File: src/rtl/serial_adder.sv
// Digit-serial adder/subtractor: processes DIGIT bits per clock, LSB slice first,
// carrying between slices in a register. Operands are captured when start is accepted.
module serial_adder #(
    parameter int WIDTH = 8,
    parameter int DIGIT = 1
) (
    input  logic             clk,
    input  logic             rst_n,
    input  logic             start,
    input  logic [WIDTH-1:0] a,
    input  logic [WIDTH-1:0] b,
    input  logic             sub,
    output logic             busy,
    output logic             done,
    output logic [WIDTH-1:0] sum,
    output logic             carry_out,
    output logic             overflow
);

    localparam int N     = WIDTH / DIGIT;
    localparam int CNT_W = (N > 1) ? $clog2(N) : 1;
    localparam logic [CNT_W-1:0] LAST = CNT_W'(N - 1);

    typedef enum logic [1:0] {
        S_IDLE,
        S_RUN,
        S_DONE
    } state_e;

    state_e           state_q, state_d;
    logic [WIDTH-1:0] a_q, a_d;
    logic [WIDTH-1:0] b_q, b_d;
    logic             sub_q, sub_d;
    logic             carry_q, carry_d;
    logic [CNT_W-1:0] cnt_q, cnt_d;
    logic [WIDTH-1:0] sum_q, sum_d;
    logic             cout_q, cout_d;
    logic             ovf_q, ovf_d;

    int unsigned      base;
    logic [DIGIT-1:0] slice_a;
    logic [DIGIT-1:0] slice_b;
    logic [DIGIT:0]   slice_res;
    logic             msb_cin;

    always_ff @(posedge clk or negedge rst_n) begin
        if (!rst_n) begin
            state_q <= S_IDLE;
            a_q     <= '0;
            b_q     <= '0;
            sub_q   <= 1'b0;
            carry_q <= 1'b0;
            cnt_q   <= '0;
            sum_q   <= '0;
            cout_q  <= 1'b0;
            ovf_q   <= 1'b0;
        end else begin
            state_q <= state_d;
            a_q     <= a_d;
            b_q     <= b_d;
            sub_q   <= sub_d;
            carry_q <= carry_d;
            cnt_q   <= cnt_d;
            sum_q   <= sum_d;
            cout_q  <= cout_d;
            ovf_q   <= ovf_d;
        end
    end

    always_comb begin
        state_d = state_q;
        a_d     = a_q;
        b_d     = b_q;
        sub_d   = sub_q;
        carry_d = carry_q;
        cnt_d   = cnt_q;
        sum_d   = sum_q;
        cout_d  = cout_q;
        ovf_d   = ovf_q;

        // Subtraction is A + ~B + 1: the +1 comes from preloading carry with sub.
        base      = int'(cnt_q) * DIGIT;
        slice_a   = a_q[base +: DIGIT];
        slice_b   = b_q[base +: DIGIT] ^ {DIGIT{sub_q}};
        slice_res = {1'b0, slice_a} + {1'b0, slice_b} + {{DIGIT{1'b0}}, carry_q};
        // Carry into the slice's top bit, recovered from its sum bit.
        msb_cin   = slice_res[DIGIT-1] ^ slice_a[DIGIT-1] ^ slice_b[DIGIT-1];

        case (state_q)
            S_IDLE, S_DONE: begin
                if (start) begin
                    a_d     = a;
                    b_d     = b;
                    sub_d   = sub;
                    carry_d = sub;
                    cnt_d   = '0;
                    state_d = S_RUN;
                end else begin
                    state_d = S_IDLE;
                end
            end
            S_RUN: begin
                sum_d[base +: DIGIT] = slice_res[DIGIT-1:0];
                carry_d              = slice_res[DIGIT];
                if (cnt_q == LAST) begin
                    cout_d  = slice_res[DIGIT];
                    ovf_d   = slice_res[DIGIT] ^ msb_cin;
                    state_d = S_DONE;
                end else begin
                    cnt_d = cnt_q + 1'b1;
                end
            end
            default: state_d = S_IDLE;
        endcase
    end

    assign busy      = (state_q == S_RUN);
    assign done      = (state_q == S_DONE);
    assign sum       = sum_q;
    assign carry_out = cout_q;
    assign overflow  = ovf_q;

endmodule
File: config.mk
export PLATFORM = sky130hd
export DESIGN_NAME = serial_adder
export DESIGN_NICKNAME = d
export VERILOG_FILES = /design/src/rtl/serial_adder.sv
export SDC_FILE = /design/constraint.sdc
export NUM_CORES = 1
export LEC_CHECK = 0
export ABC_AREA = 0
export CORE_UTILIZATION = 51
export CTS_CLUSTER_DIAMETER = 60
export CTS_CLUSTER_SIZE = 28
export DETAILED_ROUTE_END_ITERATION = 12
export PLACE_DENSITY = 0.76
export SYNTH_ARGS = -nofsm -noshare
export SYNTH_HDL_FRONTEND = slang
export SYNTH_SLANG_ARGS = --single-unit
File: constraint.sdc
create_clock -name clk -period 2.8 [get_ports clk]
set_input_delay 0.56 -clock clk [delete_from_list [all_inputs] [get_ports clk]]
set_output_delay 0.56 -clock clk [all_outputs]
set_load 0.05 [all_outputs]
### Clock wiring as the flow saved it, run 1

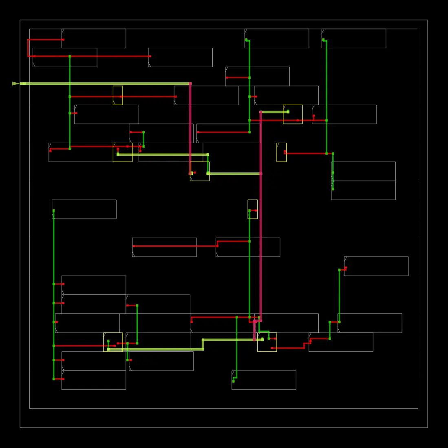
clk pwr: 0.250 mW
flip-flops: 33
Clock Latency Late Sink: 330 ps
Worst Skew: 14.1 ps

### Port wiring, run 1

(6 px per um)
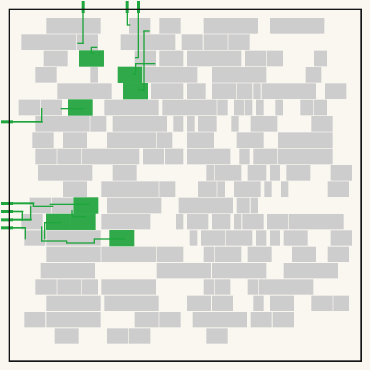
- green: a (bits 8; direction input; end cells 8; buffers 8; wire 99.1 um)
IO Count: 32
Port-buffer cells: 31

### Logic cells by family, run 1

(8 px per um)
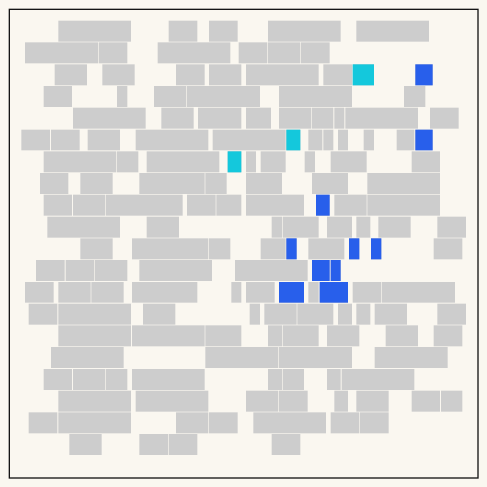
- cyan: inverting AOI/OAI gates (cells 3)
- blue: NOR gates (cells 10)

==> impl_metrics.py, run 1 <==
# Synthesis and PnR figures
metrics = {
    "logic_synthesis": {
        "synth_cells": 117,
        "top_area_cell": "dfrtp_1",
        "topCellsByArea": "dfrtp_1 (51%), mux2_1 (18%), ha_1 (6.2%)",
        "synth.most_common_cell": "dfrtp_1",
        "synth.distinct_cells": 28,
        "syn-num-nets": 146,
        "ff_type": "dfrtp_1",
        "ys_cells": 117,
        "ys_seq_share_pct": 50.9,
        "common_cells": "dfrtp_1 (33), mux2_1 (26), ha_1 (8), nand3_1 (8), nor2_1 (4)",
        "edf_count": 0,
        "synth_area_per_cell_um2": 13.9,
        "syn-cell-area_um2": 1620,
        "top_area_share_pct": 50.9,
        "async_flop_share_pct": 100,
        "yosysChipArea_um2": 1620,
        "yosys_warnings": 0,
    },
    "setup_path": {
        "start_kind": "flip-flop",
        "crit_arrival_ps": 2830,
        "critical_path_class": "reg -> reg",
        "worstPathRequired_ps": 3080,
    },
    "sta": {
        "setup_slack_ps": 255,
        "whs_ps": 482,
        "setup_violations": 0,
        "finalSetupTns_ps": 0,
        "post-route-period-util_pct": 90.9,
        "drv_slew": 0,
        "rsz0062_at_grt": "false",
        "period_minus_slack_ps": 2550,
        "slew_headroom_pct": 66.9,
        "tightest_slew_ps": 496,
    },
    "final_layout": {
        "nets": 183,
        "seqCellArea_um2": 826,
        "n_fill_cell": 240,
        "fin_cells": 199,
        "antennaDiodeCount": 0,
        "final_util_pct": 67.2,
        "logic_area_um2": 753,
        "syn_to_final_growth_pct": 25.4,
        "layout-drive-gt1-share_pct": 9.68,
    },
    "run": {
        "maxCapViolations": 0,
        "warnings": 31,
    },
    "global_route": {
        "grt_pass1_vias": 1058,
        "grt_pass1_wl_mm": 4.56,
        "grt_usage_pct": 18.7,
        "gr-total-overflow": 0,
        "grt.met2_usage_pct": 32.0,
        "grt_max_degree": 34,
        "grt_util_met3_pct": 6.59,
        "busiest_layer": "met2",
    },
    "die": {
        "chipArea_um2": 3410,
        "fp.dieH_um": 58.4,
        "initial_utilization_pct": 53.6,
        "die-width_um": 58.4,
        "row_count": 20,
        "core_area_um2": 3030,
    },
    "cts": {
        "ctsHoldBuffers": 0,
        "clock_sinks": 33,
        "numCtsBuffers": 5,
        "clk_pin_slew_ps": 100,
        "cts_root_buffer": "clkbuf_4",
        "postCtsSetupBuffers": 0,
        "htree_levels": 2,
    },
    "placement": {
        "dpl_worst_slack_ps": 264,
        "dp.cells": 191,
    },
    "power_and_ir_drop": {
        "leakage_nw": 0.897,
        "ir_drop_uv": 554,
    },
    "drt": {
        "first_iter_violations": 27,
        "vias_per_cell": 5.15,
        "firstDrtPassIters": 4,
        "antenna_left": 0,
        "vias": 1025,
        "drc": 0,
        "wirelength_mm": 2.76,
    },
    "status": {
        "status": "finished clean",
    },
    "min_path": {
        "worstHoldPathType": "reg -> reg",
    },
}
==> run 1: where the power goes <==
part,internal (mW),switching [mW]
combinational,0.706,0.792
sequential,0.702,0.147
clock,0.100,0.150
total,1.51,1.09
==> run 1: metrics by stage <==
step | power, mW | instance area [um^2]
after floorplan | 1.98 | 1620
after global placement | 2.31 | 1990
after detailed placement | 2.38 | 1990
after CTS | 2.63 | 2030
after global routing | 2.79 | 2030
final | 2.60 | 2030
==> run 1: worst max-delay path, cell delays in order, from the launching register on <==
cell	delay (ps)
dfrtp_1	480
mux4_2	540
mux2_4	300
fa_1	580
nor4bb_1	390
mux2_1	190
==> run 1: cell type report <==
| type | instances | area share, % |
|---|---|---|
| repair buffers | 34 | 16.4 |
| well taps | 44 | 2.71 |
| inverters | 5 | 0.923 |
| flip-flops and latches | 33 | 40.6 |
| clock buffers | 8 | 2.40 |
| multi-input cells | 75 | 37.0 |
==> run 1: layer usage <==
layer	share of wire, %	vias to the layer above	wire length (um)
met4	2.5	0	70
li1	-	492	-
met5	0	-	0
met3	4.9	7	136
met1	42	495	1150
met2	51	31	1400
==> run 1: registers in the layout, summed over array words and instances, names as in the netlist <==
signal,cells
overflow,1
sum,8
a_q,8
carry_q,1
carry_out,1
b_q,8
cnt_q,3
sub_q,1
state_q,2
==> run 1: final timing paths <==
path                       slack (ps)                  to  cells past startpoint                  from
max                               250  sum[6]$_DFFE_PN0P_                      5  cnt_q[0]$_DFFE_PN0P_
min                               480  b_q[0]$_DFFE_PN0P_                      1    b_q[0]$_DFFE_PN0P_
max reg2reg                       250  sum[6]$_DFFE_PN0P_                      5  cnt_q[0]$_DFFE_PN0P_
min reg2reg                       480  b_q[0]$_DFFE_PN0P_                      1    b_q[0]$_DFFE_PN0P_
max in group asynchronous        1870  b_q[6]$_DFFE_PN0P_                      2                 rst_n
min in group asynchronous         600  sum[1]$_DFFE_PN0P_                      2                 rst_n
==> run 1: layout by cell type (no fill, tap or decap), drive strengths merged <==
cell	instances
clkdlybuf4s50	31
o21ai	2
dfrtp	33
mux2i	3
clkbuf	8
a31o	1
nor4b	1
nand2	3
nand3	8
buf	3
nand4b	1
nor2b	3
xnor2	3
fa	1
mux4	4
nor4bb	1
and4b	1
nor3	1
nor2	4
mux2	28
ha	8
inv	5
o21bai	1
nand2b	1
==> run 1: kinds of logic after synthesis <==
| family | Yosys count | synth area share (%) |
|---|---|---|
| buffers and inverters | 9 | 2.70 |
| AND-OR/OR-AND | 4 | 1.62 |
| flip-flops | 33 | 50.9 |
| AND/OR/NAND/NOR | 24 | 8.25 |
| multiplexers | 35 | 27.5 |
| XOR/XNOR | 3 | 1.62 |
| adder cells (fa/ha/maj) | 9 | 7.40 |
==> run 2, diff against run 1 <==
--- a/config.mk
+++ b/config.mk
@@ -10,6 +10,7 @@
 export CTS_CLUSTER_DIAMETER = 60
 export CTS_CLUSTER_SIZE = 28
 export DETAILED_ROUTE_END_ITERATION = 12
+export GPL_ROUTABILITY_DRIVEN = 0
 export PLACE_DENSITY = 0.76
 export SYNTH_ARGS = -nofsm -noshare
 export SYNTH_HDL_FRONTEND = slang
### Placement density heat map, run 2

(4 px per um) 12 x 12 tiles, from dark purple (low) to yellow (high), 0 to 100% covered.
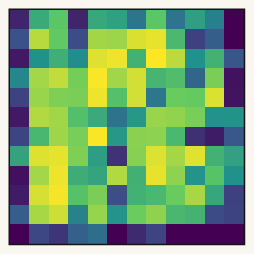
- fullest tile: 100%
- mean over tiles: 58%
- densest ninth of the die: top middle
- tiles over 75% full: 40%
- nearly empty tiles: 5.6%

==> run 2 against run 1 <==
Die size stayed put. Via count stayed put. Flip-flop count unchanged. First-iteration DRC count did not move. Wire length unchanged.
==> impl_metrics.py, run 2 <==
# Synthesis and PnR figures
metrics = {
    "status": {
        "status": "finished clean",
    },
    "setup_path": {
        "start_kind": "flip-flop",
        "worstPathRequired_ps": 3080,
        "critPathLaunch": "cnt_q[0]$_DFFE_PN0P_",
        "crit_arrival_ps": 2830,
        "timing.rr.start": "cnt_q[0]$_DFFE_PN0P_",
        "critical_path_class": "reg -> reg",
    },
    "cts": {
        "ctsHoldBuffers": 0,
        "numCtsBuffers": 5,
        "clkLatencyLatePin_ps": 330,
        "cts_root_buffer": "clkbuf_4",
        "clk_pin_slew_ps": 100,
        "htree_levels": 2,
    },
    "final_layout": {
        "logic_area_um2": 753,
        "lay_top_cells": "dfrtp_1 (33), clkdlybuf4s50_1 (31), mux2_1 (26), nand3_1 (8), ha_1 (8)",
        "final_common_cell": "dfrtp_1",
        "finalInstanceArea_um2": 2030,
        "layout-drive-gt1-share_pct": 9.68,
        "nets": 183,
        "seqCellArea_um2": 826,
        "antennaDiodeCount": 0,
        "n_fill_cell": 240,
    },
    "die": {
        "chipArea_um2": 3410,
        "ios": 32,
        "core_area_um2": 3030,
        "initial_utilization_pct": 53.6,
        "fp.dieH_um": 58.4,
    },
    "sta": {
        "finalSetupTns_ps": 0,
        "final.setup_skew_ps": 14.1,
        "post-route-period-util_pct": 90.9,
        "tightest_slew_ps": 496,
        "period_minus_slack_ps": 2550,
        "setup_violations": 0,
        "slew_headroom_pct": 66.9,
        "rsz0062_at_grt": "false",
        "whs_ps": 482,
    },
    "drt": {
        "drc": 0,
        "vias_per_cell": 5.15,
        "firstDrtPassIters": 4,
        "first_iter_violations": 27,
        "wirelength_mm": 2.76,
        "vias": 1025,
    },
    "logic_synthesis": {
        "synth.most_common_cell": "dfrtp_1",
        "synth.distinct_cells": 28,
        "top_area_cell": "dfrtp_1",
        "ys_sh_simple_pct": 8.25,
        "ys_top_logic_family": "multiplexers",
        "common_cells": "dfrtp_1 (33), mux2_1 (26), ha_1 (8), nand3_1 (8), nor2_1 (4)",
        "top_area_share_pct": 50.9,
        "ff_type": "dfrtp_1",
        "adder_share_pct": 7.40,
        "ys_cells": 117,
        "synth_cells": 117,
        "topCellsByArea": "dfrtp_1 (51%), mux2_1 (18%), ha_1 (6.2%)",
        "yosys_warnings": 0,
        "async_flop_share_pct": 100,
        "ys_sh_xor_pct": 1.62,
        "ys_sh_aoi_pct": 1.62,
        "ys_sh_mux_pct": 27.5,
        "yosysChipArea_um2": 1620,
        "syn-num-nets": 146,
    },
    "run": {
        "maxCapViolations": 0,
        "warnings": 31,
    },
    "placement": {
        "port_buffers": 31,
    },
    "global_route": {
        "grt_pass1_vias": 1058,
        "grt_pass1_wl_mm": 4.56,
        "grt_usage_pct": 18.7,
        "gr-total-overflow": 0,
        "grt_max_degree": 34,
    },
    "min_path": {
        "hp-start": "b_q[0]$_DFFE_PN0P_",
        "worstHoldPathType": "reg -> reg",
    },
    "power_and_ir_drop": {
        "ir_drop_uv": 554,
        "leakage_nw": 0.897,
    },
}
### Clock wiring as the flow saved it, run 2

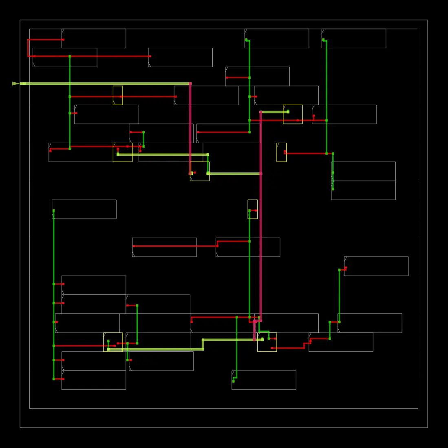
# clock sinks: 33
layout clock buffer count: 8

run 2: worst paths after layout:
| check | end | slack (ps) | cells after the start |
|---|---|---|---|
| worst min register to register | b_q[0]$_DFFE_PN0P_ | 480 | 1 |
| min in group asynchronous | sum[1]$_DFFE_PN0P_ | 600 | 2 |
| worst min-delay path | b_q[0]$_DFFE_PN0P_ | 480 | 1 |
| worst max register to register | sum[6]$_DFFE_PN0P_ | 250 | 5 |
| max in group asynchronous | b_q[6]$_DFFE_PN0P_ | 1870 | 2 |
| worst max-delay path | sum[6]$_DFFE_PN0P_ | 250 | 5 |
run 2: layer usage:
metal	up-vias	GRT usage [%]	wire length, um	share of wire (%)
li1	492	-	-	-
met1	495	21.1	1150	42
met2	31	32.0	1400	51
met3	7	6.59	136	4.9
met4	0	8.50	70	2.5
met5	-	0	0	0
run 2: critical path, cell delays in order, from the launching register on:
cell and delay, ps:
dfrtp_1 480, mux4_2 540, mux2_4 300, fa_1 580
nor4bb_1 390, mux2_1 190
run 2: power by group:
group	switching, mW	internal (mW)
logic	0.792	0.706
registers	0.147	0.702
clock network	0.150	0.100
total	1.09	1.51
run 2: layout make-up:
| type | count | area share [%] |
|---|---|---|
| timing repair buffer | 34 | 16.4 |
| tap | 44 | 2.71 |
| multi-input combinational | 75 | 37.0 |
| clock buffer | 8 | 2.40 |
| inverter | 5 | 0.923 |
| sequential | 33 | 40.6 |
run 2: logic make-up after synthesis:
logic type / after synthesis
multiplexers: 35
buffers and inverters: 9
adder cells (fa/ha/maj): 9
XOR/XNOR: 3
flip-flops: 33
AND-OR/OR-AND: 4
AND/OR/NAND/NOR: 24
run 2: per-stage QoR:
step / utilization, % / cells / total power [mW] / setup WS (ps)
floorplan: - / 117 / 1.98 / 375
global placement: 65.6 / 191 / 2.31 / 359
detailed placement: 65.6 / 191 / 2.38 / 264
CTS: 67.2 / 199 / 2.63 / 241
global route: 67.2 / 199 / 2.79 / 166
finish: 67.2 / 199 / 2.60 / 255
==> run 3, diff against run 2 <==
--- a/config.mk
+++ b/config.mk
@@ -6,6 +6,7 @@
 export NUM_CORES = 1
 export LEC_CHECK = 0
 export ABC_AREA = 0
+export CAP_MARGIN = 40
 export CORE_UTILIZATION = 51
 export CTS_CLUSTER_DIAMETER = 60
 export CTS_CLUSTER_SIZE = 28
### Sequential cells grouped by signal name, run 3

(6 px per um) Other sequential cells in the stronger gray, the rest of the logic in the fainter gray.
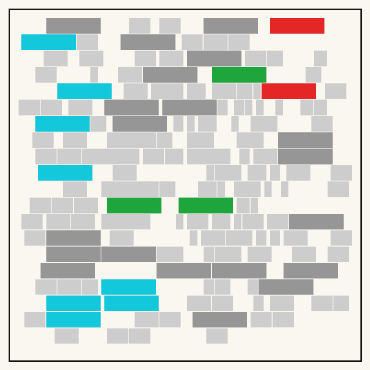
- cyan: b_q (flops 8)
- red: state_q (flops 2)
- green: cnt_q (flops 3)
- not colored: 20
Seq/total area: 40.6%
Seq. pwr: 0.849 mW
Final Core Density: 67.2%
FF/Latch Area: 826 um^2

### Placement density heat map, run 3

(4 px per um) 12 x 12 tiles, from dark purple (low) to yellow (high), 0 to 100% covered.
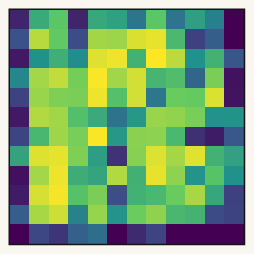
- mean over tiles: 58%
- tiles over 75% full: 40%
- nearly empty tiles: 5.6%
- densest ninth of the die: top middle
- fullest tile: 100%
Init Core Util: 53.6%
CORE AREA: 3030 um^2

==> run 3 against run 2 <==
Count of clock-buffer cells in the layout is the same. Sequential power is essentially flat. Global-route usage is the same. Register-to-register slack is essentially flat. Fmax is the same. Combinational power is essentially flat. Synthesized area is the same. Synthesized cell count is the same.
==> impl_metrics.py, run 3 <==
# Synthesis and PnR figures
metrics = {
    "cts": {
        "numCtsBuffers": 5,
        "ctsHoldBuffers": 0,
        "clock_sinks": 33,
        "htree_levels": 2,
        "clk_pin_slew_ps": 100,
        "cts_root_buffer": "clkbuf_4",
        "cts.repair.resized": 0,
        "clkLatencyLatePin_ps": 330,
    },
    "sta": {
        "tightest_slew_ps": 496,
        "setup_violations": 0,
        "rsz0062_at_grt": "false",
        "drv_slew": 0,
        "slew_headroom_pct": 66.9,
        "period_minus_slack_ps": 2550,
        "post-route-period-util_pct": 90.9,
        "final.setup_skew_ps": 14.1,
        "finalSetupTns_ps": 0,
        "whs_ps": 482,
    },
    "logic_synthesis": {
        "synth.distinct_cells": 28,
        "ff_type": "dfrtp_1",
        "syn-num-nets": 146,
        "ys_cells": 117,
        "synth_cells": 117,
        "edf_count": 0,
        "topCellsByArea": "dfrtp_1 (51%), mux2_1 (18%), ha_1 (6.2%)",
        "common_cells": "dfrtp_1 (33), mux2_1 (26), ha_1 (8), nand3_1 (8), nor2_1 (4)",
        "syn-cell-area_um2": 1620,
        "yosys_warnings": 0,
        "synth.most_common_cell": "dfrtp_1",
        "top_area_cell": "dfrtp_1",
        "yosysChipArea_um2": 1620,
        "async_flop_share_pct": 100,
        "top_area_share_pct": 50.9,
    },
    "final_layout": {
        "lay_top_cells": "dfrtp_1 (33), clkdlybuf4s50_1 (31), mux2_1 (26), nand3_1 (8), ha_1 (8)",
        "finalInstanceArea_um2": 2030,
        "layout-drive-gt1-share_pct": 9.68,
        "final_common_cell": "dfrtp_1",
        "nets": 183,
        "fin_cells": 199,
        "antennaDiodeCount": 0,
        "n_fill_cell": 240,
        "syn_to_final_growth_pct": 25.4,
    },
    "drt": {
        "vias": 1025,
        "wirelength_mm": 2.76,
        "firstDrtPassIters": 4,
        "vias_per_cell": 5.15,
        "first_iter_violations": 27,
        "drc": 0,
    },
    "placement": {
        "dpl_cell_area_um2": 1990,
        "port_buffers": 31,
        "dp.cells": 191,
    },
    "min_path": {
        "hp-start": "b_q[0]$_DFFE_PN0P_",
        "worstHoldPathType": "reg -> reg",
    },
    "die": {
        "fp.dieH_um": 58.4,
        "chipArea_um2": 3410,
        "row_count": 20,
        "ios": 32,
    },
    "run": {
        "warnings": 31,
        "maxCapViolations": 0,
    },
    "setup_path": {
        "start_kind": "flip-flop",
        "timing.rr.start": "cnt_q[0]$_DFFE_PN0P_",
        "critical_path_class": "reg -> reg",
        "cp_top_family": "multiplexers",
        "worstPathRequired_ps": 3080,
        "critPathSlowestCell": "fa_1",
        "path_buffers": 0,
        "max_stage_delay_ps": 580,
        "critPathLaunch": "cnt_q[0]$_DFFE_PN0P_",
        "crit_arrival_ps": 2830,
        "crit_path_cell_trace": "mux4_2, mux2_4, fa_1, nor4bb_1, mux2_1",
    },
    "status": {
        "status": "finished clean",
    },
    "global_route": {
        "grt_usage_pct": 18.7,
        "grt_max_degree": 34,
        "grt_pass1_wl_mm": 4.56,
        "gr-total-overflow": 0,
        "grt_pass1_vias": 1058,
    },
    "power_and_ir_drop": {
        "ir_drop_uv": 554,
        "power_density_nw_per_um2": 1280,
        "leakage_nw": 0.897,
    },
}
run 3: cell counts in the layout (fill, tap and decap cells not counted):
Identical to the previous run, type by type.
run 3: layout make-up:
cell class	instances	area [um^2]	area share, %
flip-flops and latches	33	826	40.6
multi-input cells	75	753	37.0
repair buffers	34	333	16.4
well taps	44	55.1	2.71
clock buffers	8	48.8	2.40
inverters	5	18.8	0.923
run 3: kinds of logic after synthesis:
logic type | share of synthesized area [%]
muxes | 27.5
DFF | 50.9
and+or+nand+nor | 8.25
buffers and inverters | 2.70
adders and majority gates | 7.40
AOI/OAI and AO/OA | 1.62
xor gates and xnor gates | 1.62
run 3: metrics by stage:
| stage | utilization (%) | power, mW | setup WS, ps |
|---|---|---|---|
| 2_1_floorplan | - | 1.98 | 375 |
| 3_3_place_gp | 65.6 | 2.31 | 359 |
| 3_5_place_dp | 65.6 | 2.38 | 264 |
| 4_1_cts | 67.2 | 2.63 | 241 |
| 5_1_grt | 67.2 | 2.79 | 166 |
| 6_report | 67.2 | 2.60 | 255 |
run 3: metal layers:
| layer | part of all wire (%) | wire length, um | vias to the layer above | global-route usage, % |
|---|---|---|---|---|
| li1 | - | - | 492 | - |
| met1 | 42 | 1150 | 495 | 21.1 |
| met2 | 51 | 1400 | 31 | 32.0 |
| met3 | 4.9 | 136 | 7 | 6.59 |
| met4 | 2.5 | 70 | 0 | 8.50 |
| met5 | 0 | 0 | - | 0 |
run 3: final timing paths:
path / depth (start not counted) / slack (ps) / end
max: 5 / 250 / sum[6]$_DFFE_PN0P_
min: 1 / 480 / b_q[0]$_DFFE_PN0P_
max reg2reg: 5 / 250 / sum[6]$_DFFE_PN0P_
min reg2reg: 1 / 480 / b_q[0]$_DFFE_PN0P_
max in group asynchronous: 2 / 1870 / b_q[6]$_DFFE_PN0P_
min in group asynchronous: 2 / 600 / sum[1]$_DFFE_PN0P_
run 3: power breakdown:
part	switching [mW]	total [mW]	leakage (nW)	internal [mW]
Clock	0.150	0.250	0.0265	0.100
Sequential	0.147	0.849	0.403	0.702
Combinational	0.792	1.50	0.467	0.706
Total	1.09	2.60	0.897	1.51
Power figures rest on the tool's default switching activity, not on a simulated workload.
